<file path="src/rtl/chain_meter_pkg.sv">
// ============================================================================
// Module      : chain_meter_pkg
// Description : Shared FSM state encoding and counter defaults for chain_delay_meter.
// Revision    : 1.0 - initial release
// ============================================================================
`default_nettype none

package chain_meter_pkg;

    typedef enum logic [1:0] {
        ST_HOLDOFF = 2'd0,
        ST_IDLE    = 2'd1,
        ST_MEASURE = 2'd2
    } state_e;

    localparam int unsigned                 DEF_CNT_WIDTH = 16;
    localparam logic [DEF_CNT_WIDTH-1:0]    DEF_CNT_SAT   = {DEF_CNT_WIDTH{1'b1}};

endpackage

`default_nettype wire

</file>
<file path="src/rtl/sync_ff.sv">
// ============================================================================
// Module      : sync_ff
// Description : N-stage synchronizer, asynchronous active-low reset to 0.
// Revision    : 1.0 - initial release
// ============================================================================
`default_nettype none

module sync_ff #(
    parameter int unsigned STAGES = 2
) (
    input  logic clk,
    input  logic rst_n,
    input  logic d,
    output logic q
);

    logic [STAGES-1:0] sync_q;
    logic [STAGES-1:0] sync_d;

    always_comb begin
        sync_d = {sync_q[STAGES-2:0], d};
    end

    always_ff @(posedge clk or negedge rst_n) begin
        if (!rst_n) begin
            sync_q <= '0;
        end else begin
            sync_q <= sync_d;
        end
    end

    assign q = sync_q[STAGES-1];

endmodule

`default_nettype wire

</file>
<file path="src/rtl/chain_delay_meter.sv">
// ============================================================================
// Module      : chain_delay_meter
// Description : Launches a transition into an inverter chain and counts clock
//               cycles until the synchronized chain output changes.
// Revision    : 1.0 - initial release
// ============================================================================
`default_nettype none

module chain_delay_meter
    import chain_meter_pkg::*;
#(
    parameter int unsigned CNT_WIDTH      = DEF_CNT_WIDTH,
    parameter int unsigned SYNC_STAGES    = 2,
    parameter int unsigned HOLDOFF_CYCLES = 8
) (
    input  logic                 clk,
    input  logic                 rst_n,
    input  logic                 start,
    output logic                 chain_in,
    input  logic                 chain_out,
    output logic                 busy,
    output logic                 done,
    output logic [CNT_WIDTH-1:0] result,
    output logic                 timeout,
    output logic                 edge_dir
);

    localparam int unsigned          HO_W    = (HOLDOFF_CYCLES > 1) ? $clog2(HOLDOFF_CYCLES) : 1;
    localparam logic [HO_W-1:0]      HO_LOAD = HO_W'(HOLDOFF_CYCLES - 1);
    localparam logic [CNT_WIDTH-1:0] CNT_SAT = {CNT_WIDTH{1'b1}};

    state_e               state_q, state_d;
    logic [HO_W-1:0]      ho_q, ho_d;
    logic [CNT_WIDTH-1:0] cnt_q, cnt_d;
    logic [CNT_WIDTH-1:0] result_q, result_d;
    logic                 chain_in_q, chain_in_d;
    logic                 baseline_q, baseline_d;
    logic                 busy_q, busy_d;
    logic                 done_q, done_d;
    logic                 timeout_q, timeout_d;
    logic                 edge_dir_q, edge_dir_d;
    logic                 out_sync;

    sync_ff #(
        .STAGES (SYNC_STAGES)
    ) u_sync_out (
        .clk   (clk),
        .rst_n (rst_n),
        .d     (chain_out),
        .q     (out_sync)
    );

    always_comb begin
        state_d    = state_q;
        ho_d       = ho_q;
        cnt_d      = cnt_q;
        result_d   = result_q;
        chain_in_d = chain_in_q;
        baseline_d = baseline_q;
        timeout_d  = timeout_q;
        edge_dir_d = edge_dir_q;
        done_d     = 1'b0;

        case (state_q)
            ST_HOLDOFF: begin
                if (ho_q == '0) begin
                    state_d = ST_IDLE;
                end else begin
                    ho_d = ho_q - HO_W'(1);
                end
            end
            ST_IDLE: begin
                if (start) begin
                    chain_in_d = ~chain_in_q;
                    edge_dir_d = ~chain_in_q;
                    baseline_d = out_sync;
                    cnt_d      = '0;
                    state_d    = ST_MEASURE;
                end
            end
            ST_MEASURE: begin
                // Any change counts, so chain polarity (odd/even length) is irrelevant.
                if (out_sync != baseline_q) begin
                    result_d  = cnt_q;
                    timeout_d = 1'b0;
                    done_d    = 1'b1;
                    state_d   = ST_HOLDOFF;
                    ho_d      = HO_LOAD;
                end else if (cnt_q == CNT_SAT) begin
                    result_d  = CNT_SAT;
                    timeout_d = 1'b1;
                    done_d    = 1'b1;
                    state_d   = ST_HOLDOFF;
                    ho_d      = HO_LOAD;
                end else begin
                    cnt_d = cnt_q + CNT_WIDTH'(1);
                end
            end
            default: begin
                state_d = ST_HOLDOFF;
                ho_d    = HO_LOAD;
            end
        endcase

        busy_d = (state_d != ST_IDLE);
    end

    always_ff @(posedge clk or negedge rst_n) begin
        if (!rst_n) begin
            state_q    <= ST_HOLDOFF;
            ho_q       <= HO_LOAD;
            cnt_q      <= '0;
            result_q   <= '0;
            chain_in_q <= 1'b0;
            baseline_q <= 1'b0;
            busy_q     <= 1'b1;
            done_q     <= 1'b0;
            timeout_q  <= 1'b0;
            edge_dir_q <= 1'b0;
        end else begin
            state_q    <= state_d;
            ho_q       <= ho_d;
            cnt_q      <= cnt_d;
            result_q   <= result_d;
            chain_in_q <= chain_in_d;
            baseline_q <= baseline_d;
            busy_q     <= busy_d;
            done_q     <= done_d;
            timeout_q  <= timeout_d;
            edge_dir_q <= edge_dir_d;
        end
    end

    assign chain_in = chain_in_q;
    assign busy     = busy_q;
    assign done     = done_q;
    assign result   = result_q;
    assign timeout  = timeout_q;
    assign edge_dir = edge_dir_q;

endmodule

`default_nettype wire

</file>
<file path="config.mk">
export PLATFORM = sky130hd
export DESIGN_NAME = chain_delay_meter
export DESIGN_NICKNAME = d
export VERILOG_FILES = /design/src/rtl/chain_meter_pkg.sv /design/src/rtl/sync_ff.sv /design/src/rtl/chain_delay_meter.sv
export SDC_FILE = /design/constraint.sdc
export NUM_CORES = 1
export LEC_CHECK = 0
export CAP_MARGIN = 20
export CORE_MARGIN = 10
export CORE_UTILIZATION = 46
export CTS_CLUSTER_DIAMETER = 100
export DETAILED_ROUTE_END_ITERATION = 6
export HOLD_SLACK_MARGIN = 0.1
export PLACE_DENSITY = 0.69
export SYNTH_ARGS = -nofsm -noshare
export SYNTH_HDL_FRONTEND = slang
export SYNTH_SLANG_ARGS = --single-unit
</file>
<file path="constraint.sdc">
create_clock -name clk -period 2.3 [get_ports clk]
set_input_delay 0.345 -clock clk [delete_from_list [all_inputs] [get_ports clk]]
set_output_delay 0.345 -clock clk [all_outputs]
set_load 0.01 [all_outputs]
</file>
### Supply network, run 1

Pins as bars on the die edge.
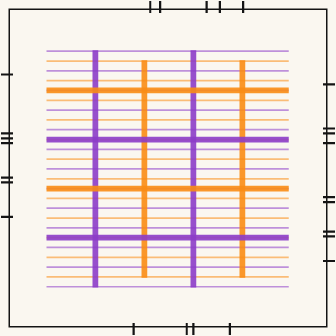
- orange: VDD
- purple: VSS
- signal pins: 25
- met1 rails: 25
- rows: 24
Peak supply drop: 600.1 uV
Die Height: 87.58 um

### Cell classes on the final placement, run 1

Bar = 20 um.
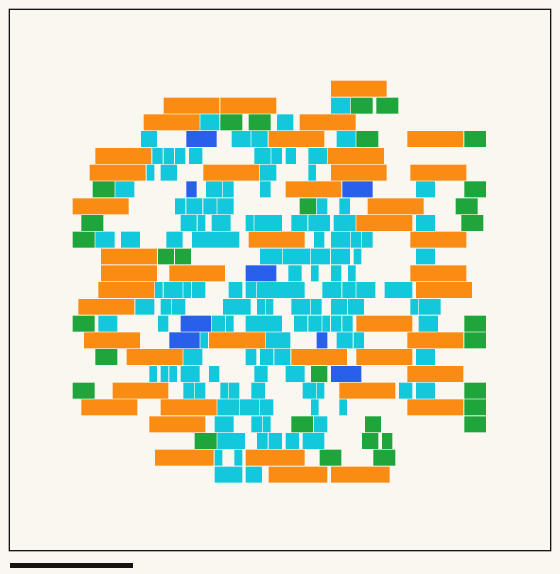
- orange: flip-flops (cells 44; share of their area 46%)
- blue: clock drivers and dummy loads (cells 8; share of their area 3.8%)
- green: other buffers and delay cells (cells 31; share of their area 12%)
- cyan: all other logic (cells 134; share of their area 39%)

==> flow_summary_export.csv, run 1 <==
group,metric,value,unit
final_layout,lay_top_count,"dfrtp_1",
power_and_ir_drop,pg_comb,0.00117,W
timing,fin_crit_sh,89.75,%
timing,relSlewSlack,48.68,%
synthesis,synth.logic.top_family,"simple AND/OR/NAND/NOR gates",
setup_path,crit_path_top_delay_cell,"or4_4",
final_layout,n_antenna_cell,0,
final_layout,num-clock-buffers,6,
clocking,cts_buffers,5,
global_routing,grt-ovfl-total,0,
route,topRoutingLayerUsed,"met4",
global_routing,grt_pass1_vias,1610,
placed_design,dpl_worst_slack,0.2364,ns
setup_path,crit_fanout,17,
final_layout,clk_share,3.713,%
global_routing,grt_max_degree,23,
timing,rsz0062_at_grt,"false",
status,outcome,"finished clean",
floorplan,die_x,87.58,um
route,first_pass_iters,4,
placed_design,dp_hpwl,3259,um
power_and_ir_drop,total_power,0.003063,W
job,cap_violations,0,
final_layout,sh_seq_area,44.36,%
setup_path,crit_path_start_kind,"register",
final_layout,inverters,5,
synthesis,syn_nets,194,
global_routing,use_met2,19.58,%
final_layout,seq_cells,44,
setup_path,rr_startpoint,"cnt_q[0]",
power_and_ir_drop,p_seq_share,45.4,%
clocking,clk_pin_slew_worst_paths,0.08,ns
final_layout,comb_cells,129,
timing,worst_slack,0.2357,ns
synthesis,ys_ff,44,
setup_path,timing.rr.end,"result[6]",
final_layout,largestClassByArea,"flip-flops and latches",
placed_design,place_area,2389,sq um
synthesis,ys_sh_simple,20.61,%
min_path,hold_depth,0,
final_layout,final_cell_mix,"dfrtp_1, clkdlybuf4s50_1, nand2_1, o22a_1, a21oi_1",
### Clock wires, drivers and flops, run 1

Bar = 20 um.
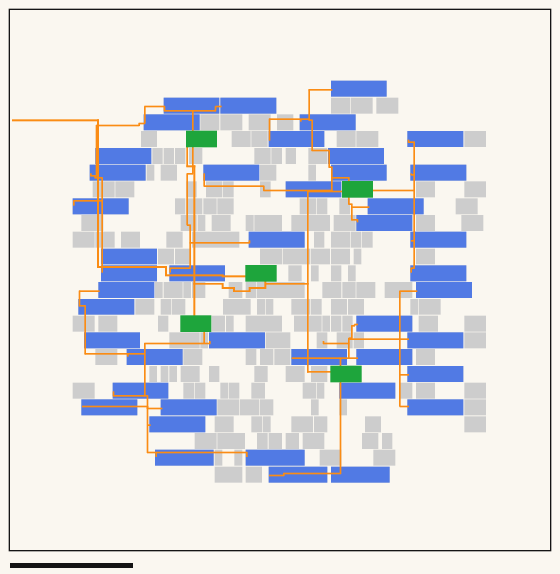
- green: cells driving clock nets (count 5)
- orange: clock wires (length 548 um)
- blue: flip-flops (count 44)
- routed clock nets: 6
clock share of power: 16.3%
Clk power: 0.000499 W
Worst Clk Skew: 0.004959 ns

### Routed metal, one colour a layer, run 1

Two of the layers only.
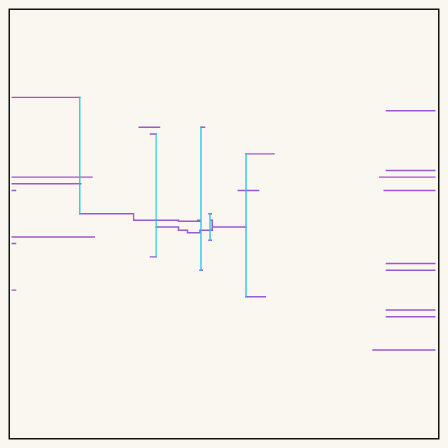
- cyan: met4 (wire length 113 um)
- purple: met3 (wire length 227 um)
average wire per cell in the routed design: 16.73 um
global-route usage over all layers: 12.32%
Post-Route WL: 4501 um
Vias: 1,602

-- run 1: synthesized netlist by cell type (2+ instances only) --
library cell	count	area (sq um)
and4_1	3	26.28
mux2i_1	4	40.04
ha_1	3	37.54
nor2b_1	3	18.77
or4_1	6	45.04
xnor2_1	2	17.52
a21oi_1	13	65.06
clkbuf_1	3	11.26
inv_1	5	18.77
dfrtp_1	40	1001
or3_1	3	18.77
o41ai_1	2	17.52
dfstp_2	4	105.1
o22a_1	15	131.4
o21ai_0	2	10.01
nand2_1	15	56.30
nand4_2	2	25.02
nand3_1	5	25.02
nand2b_1	5	31.28
o31ai_1	8	60.06
nor2_1	5	18.77
buf_4	4	30.03
nor3_1	3	15.01
o21ai_1	5	25.02
nand4_1	4	25.02
--- run 2 (diff from run 1) ---
--- a/config.mk
+++ b/config.mk
@@ -5,13 +5,16 @@
 export SDC_FILE = /design/constraint.sdc
 export NUM_CORES = 1
 export LEC_CHECK = 0
+export ABC_AREA = 1
 export CAP_MARGIN = 20
+export CELL_PAD_IN_SITES_DETAIL_PLACEMENT = 0
+export CELL_PAD_IN_SITES_GLOBAL_PLACEMENT = 2
 export CORE_MARGIN = 10
-export CORE_UTILIZATION = 46
+export CORE_UTILIZATION = 33
 export CTS_CLUSTER_DIAMETER = 100
 export DETAILED_ROUTE_END_ITERATION = 6
 export HOLD_SLACK_MARGIN = 0.1
-export PLACE_DENSITY = 0.69
+export PLACE_DENSITY = 0.8
 export SYNTH_ARGS = -nofsm -noshare
 export SYNTH_HDL_FRONTEND = slang
 export SYNTH_SLANG_ARGS = --single-unit
### Clock wires, drivers and flops, run 2

Bar = 20 um.
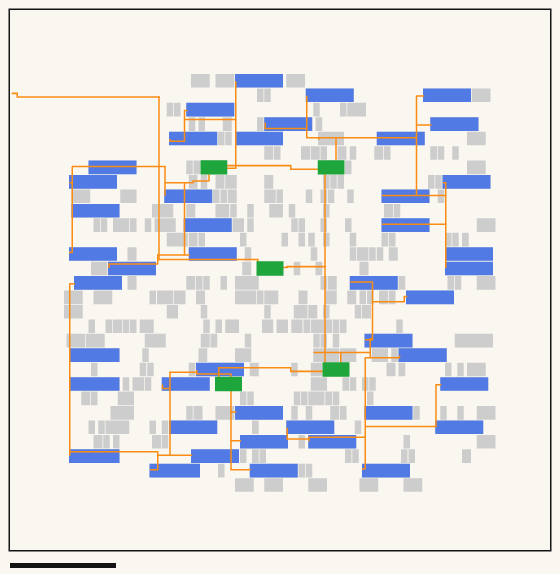
- green: cells driving clock nets (count 5)
- blue: flip-flops (count 44)
- orange: clock wires (length 633 um)
- flops lie: all over the die
Worst Clk Skew: 0.007033 ns
clock share of power: 18.3%

==> run 2 against run 1 <==
Sequential share of layout area down 2.3 points. Clock-buffer cell count up 2. Sequential cell count unchanged. Core utilization down 16 points. Critical path depth up 4. Critical path type unchanged. Largest cell class unchanged. Highest routed layer unchanged.
==> flow_summary_export.csv, run 2 <==
group,metric,value,unit
status,outcome,"finished clean",
setup_path,worstSetupPathDepth,9,
power_and_ir_drop,vdd_drop_max,526.6,uV
global_routing,grt_usage,11.17,%
route,vias,1795,
setup_path,rr_startpoint,"cnt_q[0]",
setup_path,crit_fanout,22,
clocking,clk_pin_slew_worst_paths,0.08,ns
synthesis,synthTopCellsByCount,"nor2_1, nand2_1, dfrtp_1",
power_and_ir_drop,pg_comb,0.00121,W
route,totalWireLength,5236,um
timing,rsz0062_at_grt,"false",
synthesis,yosysChipArea,2205,sq um
placed_design,dp_hpwl,3843,um
power_and_ir_drop,p_clk,0.000538,W
setup_path,crit_path_top_delay_cell,"dfrtp_1",
global_routing,grt_pass1_vias,1893,
placed_design,place_area,2517,sq um
job,cap_violations,0,
final_layout,final_cell_mix,"nor2_1, nand2_1, dfrtp_1",
global_routing,grt_max_degree,24,
synthesis,synthTopCellsByArea,"dfrtp_1, nor2_1, nand2_1, dfstp_2, nand3_1",
route,first_pass_iters,4,
min_path,hold_depth,0,
final_layout,n_antenna_cell,0,
setup_path,crit_path_start_kind,"register",
setup_path,max_stage_delay,0.41,ns
power_and_ir_drop,p_int,0.001863,W
timing,relSlewSlack,62.77,%
route,wl_met3,248,um
synthesis,ys_ff,44,
synthesis,syn_nets,281,
placed_design,dpl_worst_slack,0.3231,ns
final_layout,lay_top_count,"nor2_1",
floorplan,die_x,101.7,um
clocking,cts_buffers,5,
power_and_ir_drop,p_seq_share,40.4,%
timing,fin_crit_sh,85.20,%
power_and_ir_drop,total_power,0.002930,W
timing,worst_slack,0.3405,ns
route,topRoutingLayerUsed,"met4",
route,routedWlPerCell,13.78,um
synthesis,top_area_cell,"dfrtp_1",
### Supply network, run 2

Pins as bars on the die edge.
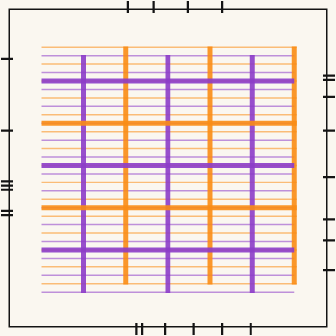
- purple: VSS
- orange: VDD
- signal pins: 25
- met1 rails: 30
- rows: 29
- met5 straps: 5
core area: 6422 sq um
Die Height: 101.7 um

## run 2: area by class of cell
cell class	instances	area (sq um)	share of cell area, %
inverters	21	78.83	3.000
well taps	77	96.34	3.667
repair buffers	28	280.3	10.67
multi-input cells	202	965.9	36.76
flip-flops and latches	44	1106	42.10
clock buffers	8	100.1	3.810
## run 2: worst paths after layout
check | endpoint | slack, ns
setup / recovery | cnt_q[8] | 0.34
hold / removal | u_sync_out.sync_q[1] | 0.36
setup reg to reg | cnt_q[8] | 0.34
hold reg to reg | u_sync_out.sync_q[1] | 0.36
max in group asynchronous | cnt_q[11] | 1.22
min in group asynchronous | result[6] | 0.57
## run 2: kinds of logic after synthesis
logic type      share of synthesized area (%)
fa+ha+maj                               1.703
flops                                   50.17
buf+inv                                 6.016
compound gates                          5.846
simple gates                            32.69
xor+xnor                                3.576
Power figures rest on the tool's default switching activity, not on a simulated workload.
